==> src/rtl/rv_imem_line_buffer.sv <==
// Instruction-memory responder with a one-line buffer refilled by a burst read.
// Hits return data one cycle after the address; misses stall until the whole line is in.
module rv_imem_line_buffer #(
  parameter int ADDR_WIDTH = 32,
  parameter int LINE_WORDS = 4
) (
  input  logic                  clk_i,
  input  logic                  rst_n_i,
  input  logic [ADDR_WIDTH-1:0] im_addr_i,
  output logic [31:0]           im_data_o,
  output logic                  im_valid_o,
  input  logic                  inv_i,
  output logic                  mem_req_o,
  output logic [ADDR_WIDTH-1:0] mem_addr_o,
  input  logic [31:0]           mem_rdata_i,
  input  logic                  mem_rvalid_i
);
  localparam int OFFW = $clog2(LINE_WORDS);
  localparam int LSB  = 2 + OFFW;
  localparam int TAGW = ADDR_WIDTH - LSB;

  typedef enum logic {IDLE, FILL} state_t;

  state_t                        state, state_nxt;
  logic [ADDR_WIDTH-1:0]         a_q;
  logic                          line_valid, inv_pend;
  logic [TAGW-1:0]               tag;
  logic [OFFW-1:0]               beat_cnt;
  logic [LINE_WORDS-1:0][31:0]   line;
  logic [31:0]                   data_q;
  logic [TAGW-1:0]               tag_f;
  logic [OFFW-1:0]               idx;
  logic                          hit, last_beat, start_fill, beat;
  logic                          unused_ok;

  assign tag_f      = a_q[ADDR_WIDTH-1:LSB];
  assign idx        = a_q[LSB-1:2];
  assign unused_ok  = ^a_q[1:0];
  assign hit        = line_valid && (tag_f == tag) && (state == IDLE);
  assign beat       = (state == FILL) && mem_rvalid_i;
  assign last_beat  = beat && (beat_cnt == OFFW'(LINE_WORDS - 1));
  assign start_fill = (state == IDLE) && !hit && !inv_i;

  always_ff @(posedge clk_i or negedge rst_n_i) begin
    if (!rst_n_i) state <= IDLE;
    else          state <= state_nxt;
  end

  always_comb begin
    state_nxt = state;
    case (state)
      IDLE: if (start_fill) state_nxt = FILL;
      FILL: if (last_beat)  state_nxt = IDLE;
      default:              state_nxt = IDLE;
    endcase
  end

  // Data holds the last hit word while stalled so the fetch stage sees no glitches.
  always_comb begin
    im_valid_o = hit;
    im_data_o  = hit ? line[idx] : data_q;
  end

  always_ff @(posedge clk_i or negedge rst_n_i) begin
    if (!rst_n_i) begin
      a_q        <= '0;
      line_valid <= 1'b0;
      tag        <= '0;
      beat_cnt   <= '0;
      inv_pend   <= 1'b0;
      mem_req_o  <= 1'b0;
      mem_addr_o <= '0;
      data_q     <= '0;
    end else begin
      a_q <= im_addr_i;
      if (hit) data_q <= line[idx];
      if (state == IDLE) begin
        if (inv_i) line_valid <= 1'b0;
        if (start_fill) begin
          mem_req_o  <= 1'b1;
          mem_addr_o <= {tag_f, {LSB{1'b0}}};
          beat_cnt   <= '0;
        end
      end else begin
        if (inv_i) inv_pend <= 1'b1;
        if (beat) beat_cnt <= beat_cnt + 1'b1;
        // A fence.i seen at any point of the refill, including the last beat, discards the line.
        if (last_beat) begin
          mem_req_o  <= 1'b0;
          tag        <= mem_addr_o[ADDR_WIDTH-1:LSB];
          line_valid <= !(inv_pend || inv_i);
          inv_pend   <= 1'b0;
        end
      end
    end
  end

  always_ff @(posedge clk_i) begin
    if (beat) line[beat_cnt] <= mem_rdata_i;
  end
endmodule

==> config.mk <==
export PLATFORM = sky130hd
export DESIGN_NAME = rv_imem_line_buffer
export DESIGN_NICKNAME = d
export VERILOG_FILES = /design/src/rtl/rv_imem_line_buffer.sv
export SDC_FILE = /design/constraint.sdc
export NUM_CORES = 1
export LEC_CHECK = 0
export ABC_AREA = 0
export CORE_ASPECT_RATIO = 1.2
export CORE_MARGIN = 8
export CORE_UTILIZATION = 61
export CTS_BUF_LIST = sky130_fd_sc_hd__clkbuf_8
export CTS_CLUSTER_SIZE = 12
export DETAILED_ROUTE_END_ITERATION = 8
export HOLD_SLACK_MARGIN = 0.06
export PLACE_DENSITY = 0.95
export SKIP_LAST_GASP = 1
export SLEW_MARGIN = 20
export SYNTH_ARGS = -nofsm -noshare
export SYNTH_HDL_FRONTEND = slang
export SYNTH_SLANG_ARGS = --single-unit
==> constraint.sdc <==
create_clock -name clk_i -period 5.7 [get_ports clk_i]
set_input_delay 0.855 -clock clk_i [delete_from_list [all_inputs] [get_ports clk_i]]
set_output_delay 0.855 -clock clk_i [all_outputs]
set_load 0.05 [all_outputs]
==> impl_metrics.env, run 1 <==
# yosys + openroad results
export IMPL_grt_usage_pct=20.62
export IMPL_die_area_sq_mm=0.01961
export IMPL_largest_area_cell="edfxtp_1"
export IMPL_cts_sinks=252
export IMPL_tightest_slew_ns=1.003
export IMPL_clk_path_buf_depth=3
export IMPL_crit_arrival_ns=3.73
export IMPL_slew_violations=0
export IMPL_ys_chip_area_sq_mm=0.009374
export IMPL_hold_violations=0
export IMPL_end_kind="output port"
export IMPL_firstDrtPassIters=4
export IMPL_fp_util_pct=62.41
export IMPL_period_needed_ns=4.588
export IMPL_max_slew_margin_rel_pct=33.02
export IMPL_sequentialPowerShare_pct=48.0
export IMPL_cts_tree="yes"
export IMPL_async_reset_ff_share_pct=49.21
export IMPL_mux_area_share_pct=18.66
export IMPL_reg2reg_depth=4
export IMPL_pin_count=134
export IMPL_layoutNonFillerInstCount=861
export IMPL_yosys_area_share_aoi_pct=0.4805
export IMPL_hold_ws_ns=0.3912
export IMPL_r2r_slack_ns=3.03
export IMPL_antenna_found_initial=1
export IMPL_swShare_pct=31.38
export IMPL_antennaDiodeCount=0
export IMPL_setup_ws_ns=1.112
export IMPL_fin_setup_tns_ns=0
export IMPL_warning_count=31
export IMPL_syn_to_final_growth_pct=24.11
export IMPL_synth_most_common_cell="edfxtp_1"
export IMPL_wl_met2_mm=10.19
export IMPL_pwr_share_comb_pct=24.9
export IMPL_drtIter0Drc=288
export IMPL_grt_overflow=0
export IMPL_status="finished clean"
export IMPL_ys_seq_share_pct=74.11
run 1: flip-flops by register name, indices dropped and copies added (netlist names):
| signal | count |
|---|---|
| line | 128 |
| data_q | 32 |
| a_q | 30 |
| mem_addr_o | 28 |
| tag | 28 |
| beat_cnt | 2 |
| inv_pend | 1 |
| line_valid | 1 |
| mem_req_o | 1 |
| state | 1 |
run 1: final cells by class:
cell class	instances	area, sq um
Sequential cell	252	6949
Clock buffer	49	674.4
Fill cell	825	3387
Timing Repair Buffer	133	1318
Multi-Input combinational cell	197	2323
Tap cell	204	255.2
Clock inverter	23	102.6
Inverter	3	11.26
run 1: worst max-delay path, stage by stage (launching register included):
cell	delay [ns]
dfrtp_1	0.40
xnor2_1	0.30
nand4_1	0.14
or4_4	0.56
nor3b_4	0.17
buf_4	0.49
mux2_2	0.42
clkdlybuf4s50_1	0.73
run 1: power groups by stage:
stage / Combinational (uW) / Clock [uW] / Sequential (uW)
floorplan: 534 / 0 / 2870
global placement: 1290 / 0 / 2540
detailed placement: 1330 / 0 / 2580
CTS: 1350 / 1480 / 2560
global route: 1410 / 1560 / 2590
finish: 1320 / 1440 / 2550
run 1: how the worst max path moves through the flow:
| stage | from | end | slack [ns] | depth (start not counted) |
|---|---|---|---|---|
| 2_1_floorplan | tag[19]$_DFFE_PN0P_ | im_data_o[11] | 2.70 | 6 |
| 3_3_place_gp | tag[19]$_DFFE_PN0P_ | im_data_o[29] | 1.65 | 7 |
| 3_5_place_dp | tag[19]$_DFFE_PN0P_ | im_data_o[17] | 1.61 | 7 |
| 4_1_cts | tag[19]$_DFFE_PN0P_ | im_data_o[17] | 1.04 | 7 |
| 5_1_grt | tag[22]$_DFFE_PN0P_ | im_data_o[22] | 0.97 | 7 |
| 6_report | tag[19]$_DFFE_PN0P_ | im_data_o[22] | 1.11 | 7 |
run_1/met4.png
Cells faint in the background.
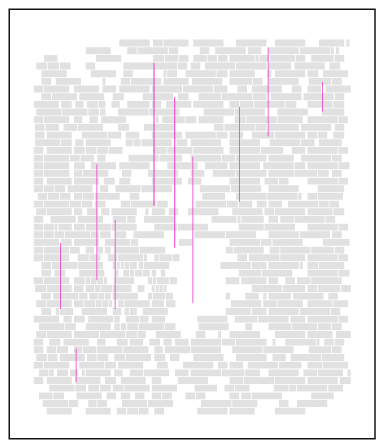
share of all routed wire = 1.7%
wire length on this layer = 337 um
main direction = vertical
via count: 4839
final WL: 19.38 mm

run_1/clock_map.png
Scale bar: 50 um.
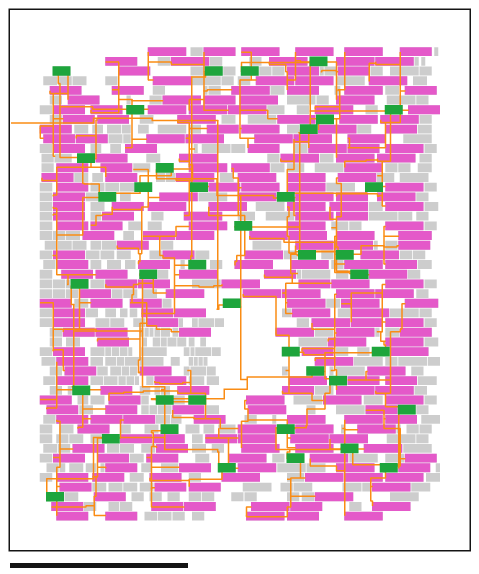
orange -> clock wires  # length 2840 um
green -> cells driving clock nets  # count 39
magenta -> flip-flops  # count 252
routed clock nets = 40
Clk pwr share: 27.1%
clk pwr: 1440 uW
Clock Skew: 0.02814 ns
worst skew pair latency: 0.53 ns

run_1/registers.png
Other sequential cells in the stronger grey, the rest of the logic in the fainter grey.
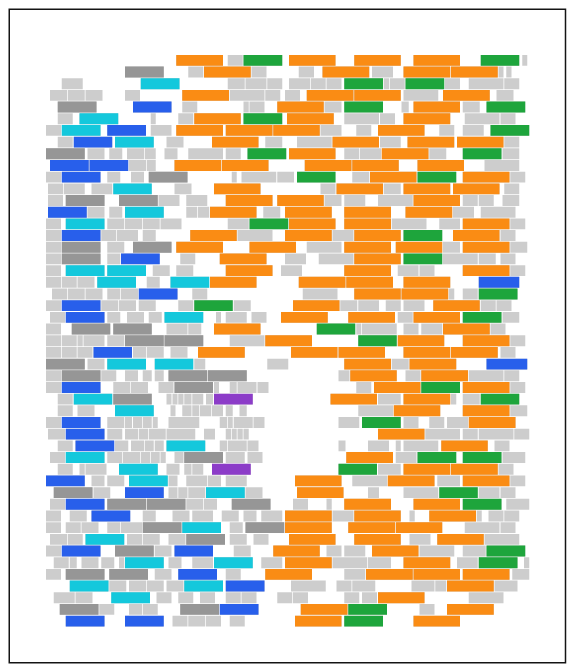
blue -> a_q  # sequential cells 30
cyan -> tag  # sequential cells 28
green -> data_q  # sequential cells 32
orange -> line  # sequential cells 128
purple -> beat_cnt  # sequential cells 2
final core occ: 77.45%
seq pwr: 2550 uW
Reg area: 0.006949 sq mm
flop share of the area: 59.73%

run_1/final_congestion.png
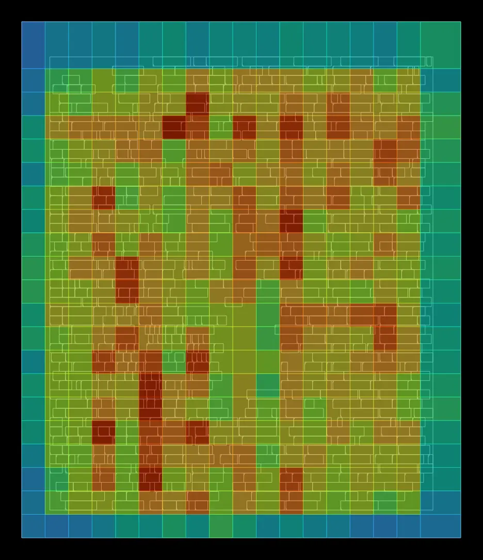
met2 Use GR: 36.20%
Top Usage Layer GRT: met2

==> run 1 -> run 2 <==
Settings changed: CORE_UTILIZATION 61 to 56, PLACE_DENSITY 0.95 to 0.89.
Clock period 5.7 ns to 4.41 ns, I/O delays scaled along.
run_2/met4.png
Cells faint in the background.
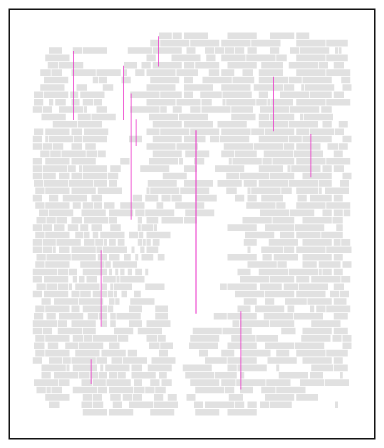
wire length on this layer = 280 um
main direction = vertical
via count: 4809
final WL: 18.84 mm

run_2/pins.png
Pins as bars across the die edge, other pins in grey.
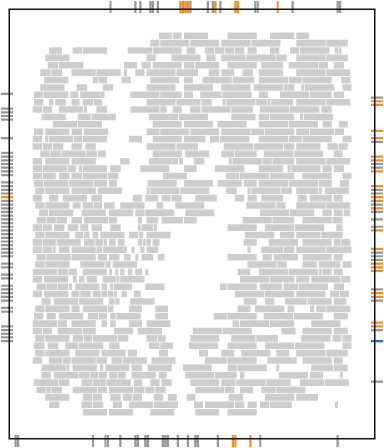
blue -> rst_n_i  # pins 1, direction input, edge right
orange -> im_data_o  # pins 32, direction output, edge 20 right, 8 top, 3 bottom, 1 left
all pins by edge = 50 left, 38 right, 23 bottom, 23 top
Die X: 134.1 um
Die H: 157.7 um
# port buffers: 127

run_2/final_congestion.png
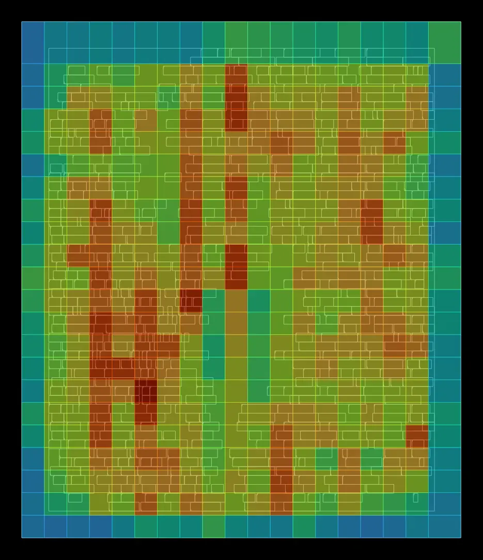
final core occ: 69.99%
GR Util met1: 21.38%
met2 Use GR: 32.38%
GRT met3 Usage: 5.619%
Tot GR Track Use: 18.48%

==> impl_metrics.env, run 2 <==
# yosys + openroad results
export IMPL_status="finished clean"
export IMPL_clk_path_buf_depth=3
export IMPL_mux_area_share_pct=18.66
export IMPL_async_reset_ff_share_pct=49.21
export IMPL_max_stage_delay_ns=0.76
export IMPL_path_cells="xnor2_1, nand4_1, or4_4, nor3b_4, buf_12, mux2_2, clkdlybuf4s50_1"
export IMPL_grt_pass1_wl_mm=30.16
export IMPL_cp_top_family="buffers and inverters"
export IMPL_setup_ws_ns=0.1788
export IMPL_ff_type="edfxtp_1"
export IMPL_tightest_slew_ns=0.8989
export IMPL_synthXorXnorAreaFrac_pct=2.616
export IMPL_layoutNonFillerInstCount=875
export IMPL_wl_met2_mm=9.826
export IMPL_ys_seq_share_pct=74.11
export IMPL_fp_util_pct=56.28
export IMPL_antennaDiodeCount=0
export IMPL_slew_violations=0
export IMPL_fin_setup_tns_ns=0
export IMPL_warning_count=31
export IMPL_syn_to_final_growth_pct=24.36
export IMPL_max_slew_margin_rel_pct=40.07
export IMPL_logic_family="multiplexers"
export IMPL_cts_tree="yes"
export IMPL_grt_overflow=0
export IMPL_ys_chip_area_sq_mm=0.009374
export IMPL_p_total_uw=6865
export IMPL_cts_resized=0
export IMPL_num_rows=52
export IMPL_die_area_sq_mm=0.02115
export IMPL_crit_required_ns=3.75
export IMPL_htree_levels=2
export IMPL_synth_most_common_cell="edfxtp_1"
export IMPL_cts_sinks=252
export IMPL_yosys_area_share_aoi_pct=0.4805
export IMPL_reg_top3="line: 128 flops, data_q: 32 flops, a_q: 30 flops"
export IMPL_largest_reg_flops=128
export IMPL_largest_area_cell="edfxtp_1"
export IMPL_fin_skew_ns=0.01950
export IMPL_path_buffers=2
export IMPL_grt_start_max_net_pins=58
export IMPL_first_global_vias=5613
export IMPL_hold_ws_ns=0.2186
export IMPL_pin_count=134
export IMPL_synth_top_cell_area_share_pct=41.00
export IMPL_firstDrtPassIters=4
export IMPL_end_kind="output port"
export IMPL_crit_arrival_ns=3.57
export IMPL_busiest_layer="met2"
export IMPL_slowest_stage="clkdlybuf4s50_1"
export IMPL_drtIter0Drc=251
export IMPL_hold_violations=0
export IMPL_antenna_found_initial=0
export IMPL_worstSkewPairLatency_ns=0.51
[run 2: cell count changes in the layout (fill, tap and decap cells not counted), sizes merged]
cell	change
buf	+3
inv	-5
clkinvlp	-3
clkbuf	-6
bufinv	+2
clkinv	+11
[run 2: final timing paths]
check / start / end / slack [ns] / cells after the start
setup reg to reg: tag[23]$_DFFE_PN0P_ / mem_addr_o[20]$_DFFE_PN0P_ / 1.83 / 6
setup / recovery: tag[23]$_DFFE_PN0P_ / im_data_o[17] / 0.18 / 7
hold / removal: rst_n_i / data_q[5]$_DFF_PN0_ / 0.22 / 1
hold reg to reg: inv_pend$_DFFE_PN0P_ / line_valid$_DFFE_PN0P_ / 0.47 / 1
max in group asynchronous: rst_n_i / a_q[2]$_DFF_PN0_ / 3.20 / 2
min in group clk_i: inv_pend$_DFFE_PN0P_ / line_valid$_DFFE_PN0P_ / 0.47 / 1
[run 2: where the power goes]
| part | total, uW | leakage [uW] | internal, uW | switching (uW) |
|---|---|---|---|---|
| clock | 1860 | 0.000431 | 1010 | 845 |
| combinational | 1720 | 0.00132 | 715 | 1010 |
| sequential | 3280 | 0.00271 | 3000 | 282 |
[run 2: cells by family after synthesis]
group	count (synthesis)
and+or+nand+nor	34
muxes	120
other	1
DFF	252
AOI/OAI and AO/OA	7
xor gates and xnor gates	28
buffers and inverters	24
adders and majority gates	4
[run 2: area by class of cell]
class / instances / area (sq um)
tap: 216 / 270.3
multi-input combinational: 197 / 2323
sequential: 252 / 6948
clock buffer: 43 / 591.8
timing repair buffer: 136 / 1349
fill: 1033 / 4999
inverter: 3 / 11.26
clock inverter: 28 / 163.9
==> run 2 -> run 3 <==
Settings changed: MAX_ROUTING_LAYER set to met4.
run_3/clock_map.png
Scale bar: 50 um.
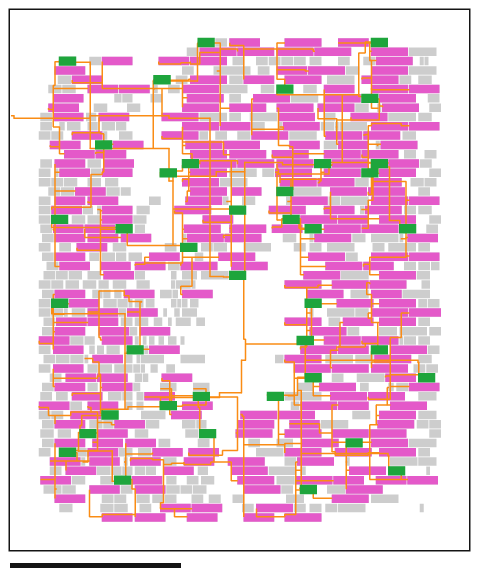
orange -> clock wires  # length 2840 um
green -> cells driving clock nets  # count 39
magenta -> flip-flops  # count 252
routed clock nets = 40
Clock Skew: 0.01791 ns
clk pwr: 1860 uW

run_3/pins.png
Pins as bars across the die edge, other pins in grey.
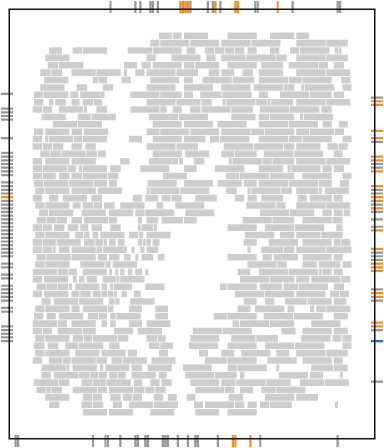
blue -> rst_n_i  # pins 1, direction input, edge right
orange -> im_data_o  # pins 32, direction output, edge 20 right, 8 top, 3 bottom, 1 left
all pins by edge = 50 left, 38 right, 23 bottom, 23 top

run_3/registers.png
Other sequential cells in the stronger grey, the rest of the logic in the fainter grey.
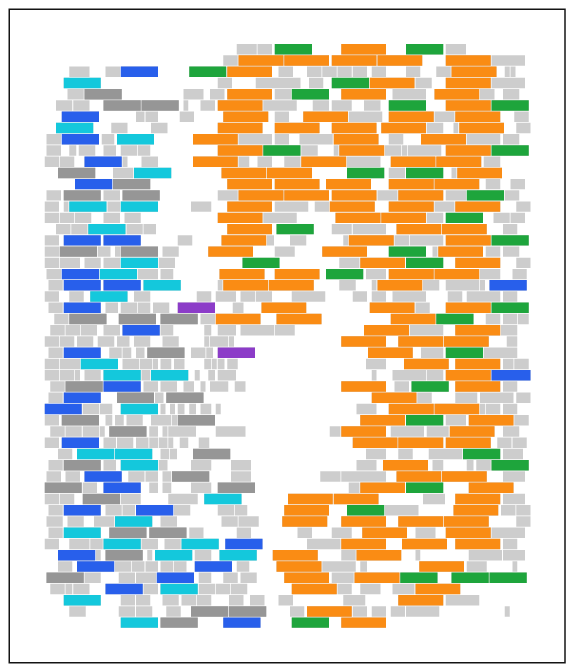
orange -> line  # sequential cells 128
cyan -> tag  # sequential cells 28
blue -> a_q  # sequential cells 30
purple -> beat_cnt  # sequential cells 2
green -> data_q  # sequential cells 32
flop share of the area: 59.60%
seq pwr: 3280 uW

==> impl_metrics.env, run 3 <==
# yosys + openroad results
export IMPL_antennaDiodeCount=0
export IMPL_largest_reg_flops=128
export IMPL_grt_usage_pct=18.99
export IMPL_r2r_end="mem_addr_o[31]$_DFFE_PN0P_"
export IMPL_grt_start_max_net_pins=58
export IMPL_setup_ws_ns=0.1515
export IMPL_largest_area_cell="edfxtp_1"
export IMPL_syn_to_final_growth_pct=24.36
export IMPL_warning_count=31
export IMPL_postRouteWirelength_mm=18.85
export IMPL_tightest_slew_ns=0.8958
export IMPL_htree_levels=2
export IMPL_worstSkewPairLatency_ns=0.51
export IMPL_cts_resized=0
export IMPL_first_global_vias=5617
export IMPL_fillers=1033
export IMPL_grt_overflow=0
export IMPL_cts_tree="yes"
export IMPL_num_rows=52
export IMPL_pin_count=134
export IMPL_path_cells="xnor2_1, nand4_1, or4_4, nor3b_4, buf_12, mux2_2, clkdlybuf4s50_1"
export IMPL_status="finished clean"
export IMPL_cp_startpoint="tag[23]$_DFFE_PN0P_"
export IMPL_crit_arrival_ns=3.60
export IMPL_hold_violations=0
export IMPL_rsz0062_at_grt="no"
export IMPL_vias=4794
export IMPL_synth_most_common_cell="edfxtp_1"
export IMPL_fin_setup_tns_ns=0
export IMPL_fp_util_pct=56.28
export IMPL_slowest_stage="clkdlybuf4s50_1"
export IMPL_r2r_start="tag[23]$_DFFE_PN0P_"
export IMPL_firstDrtPassIters=4
export IMPL_clk_path_buf_depth=3
export IMPL_period_needed_ns=4.258
export IMPL_drtIter0Drc=243
export IMPL_grt_pass1_wl_mm=30.15
export IMPL_max_stage_delay_ns=0.76
export IMPL_die_area_sq_mm=0.02115
export IMPL_ys_seq_share_pct=74.11
export IMPL_io_buffers=127
export IMPL_die_width_um=134.1
export IMPL_reg_top3="line: 128 flops, data_q: 32 flops, a_q: 30 flops"
export IMPL_cts_sinks=252
export IMPL_synth_top_cell_area_share_pct=41.00
export IMPL_fin_util_pct=69.99
-- run 3: cells by family after synthesis --
kind of cell             Yosys count  synth area share [%]
AND/OR/NAND/NOR                   34                 2.162
other                              1               0.04000
XOR/XNOR                          28                 2.616
buffers and inverters             24                 1.401
multiplexers                     120                 18.66
flip-flops                       252                 74.11
adder cells (fa/ha/maj)            4                0.5339
AND-OR/OR-AND                      7                0.4805
-- run 3: per-layer routing --
layer | wire (um) | up-vias | global-route usage (%)
li1 | - | 2108 | -
met3 | 1218 | 27 | 5.111
met5 | 0 | - | -
met4 | 254 | 0 | 5.785
met1 | 7530 | 2501 | 21.64
met2 | 9849 | 158 | 32.43
-- run 3: cell type report --
type                       instances  area (sq um)  share of cell area, %
inverter                           3         11.26                0.09660
clock buffer                      43         591.8                  5.077
multi-input combinational        197          2323                  19.93
timing repair buffer             136          1349                  11.57
clock inverter                    28         163.9                  1.406
sequential                       252          6948                  59.60
tap                              216         270.3                  2.318
-- run 3: critical path: cells and delay by family (launching register included) --
kind	cells	cell delay [ns]
flops	1	0.40
simple gates	3	0.92
mux	1	0.38
xor+xnor	1	0.35
buf+inv	2	1.03
-- run 3: per-stage QoR --
| step | area [sq um] | total power, uW | hold WS [ns] | cells |
|---|---|---|---|---|
| floorplan | 9385 | 4401 | 0.3659 | 473 |
| global placement | 10900 | 4960 | 0.4457 | 804 |
| detailed placement | 10900 | 5064 | 0.4660 | 804 |
| CTS | 11660 | 6943 | 0.2079 | 875 |
| global route | 11660 | 7179 | 0.2411 | 875 |
| finish | 11660 | 6865 | 0.2163 | 875 |
-- run 3: power breakdown --
part           internal [uW]  switching, uW  total (uW)
Combinational            715           1010        1730
Sequential              3000            282        3280
Clock                   1010            844        1860
Total                   4730           2140        6870
Power and IR drop assume default switching activity.
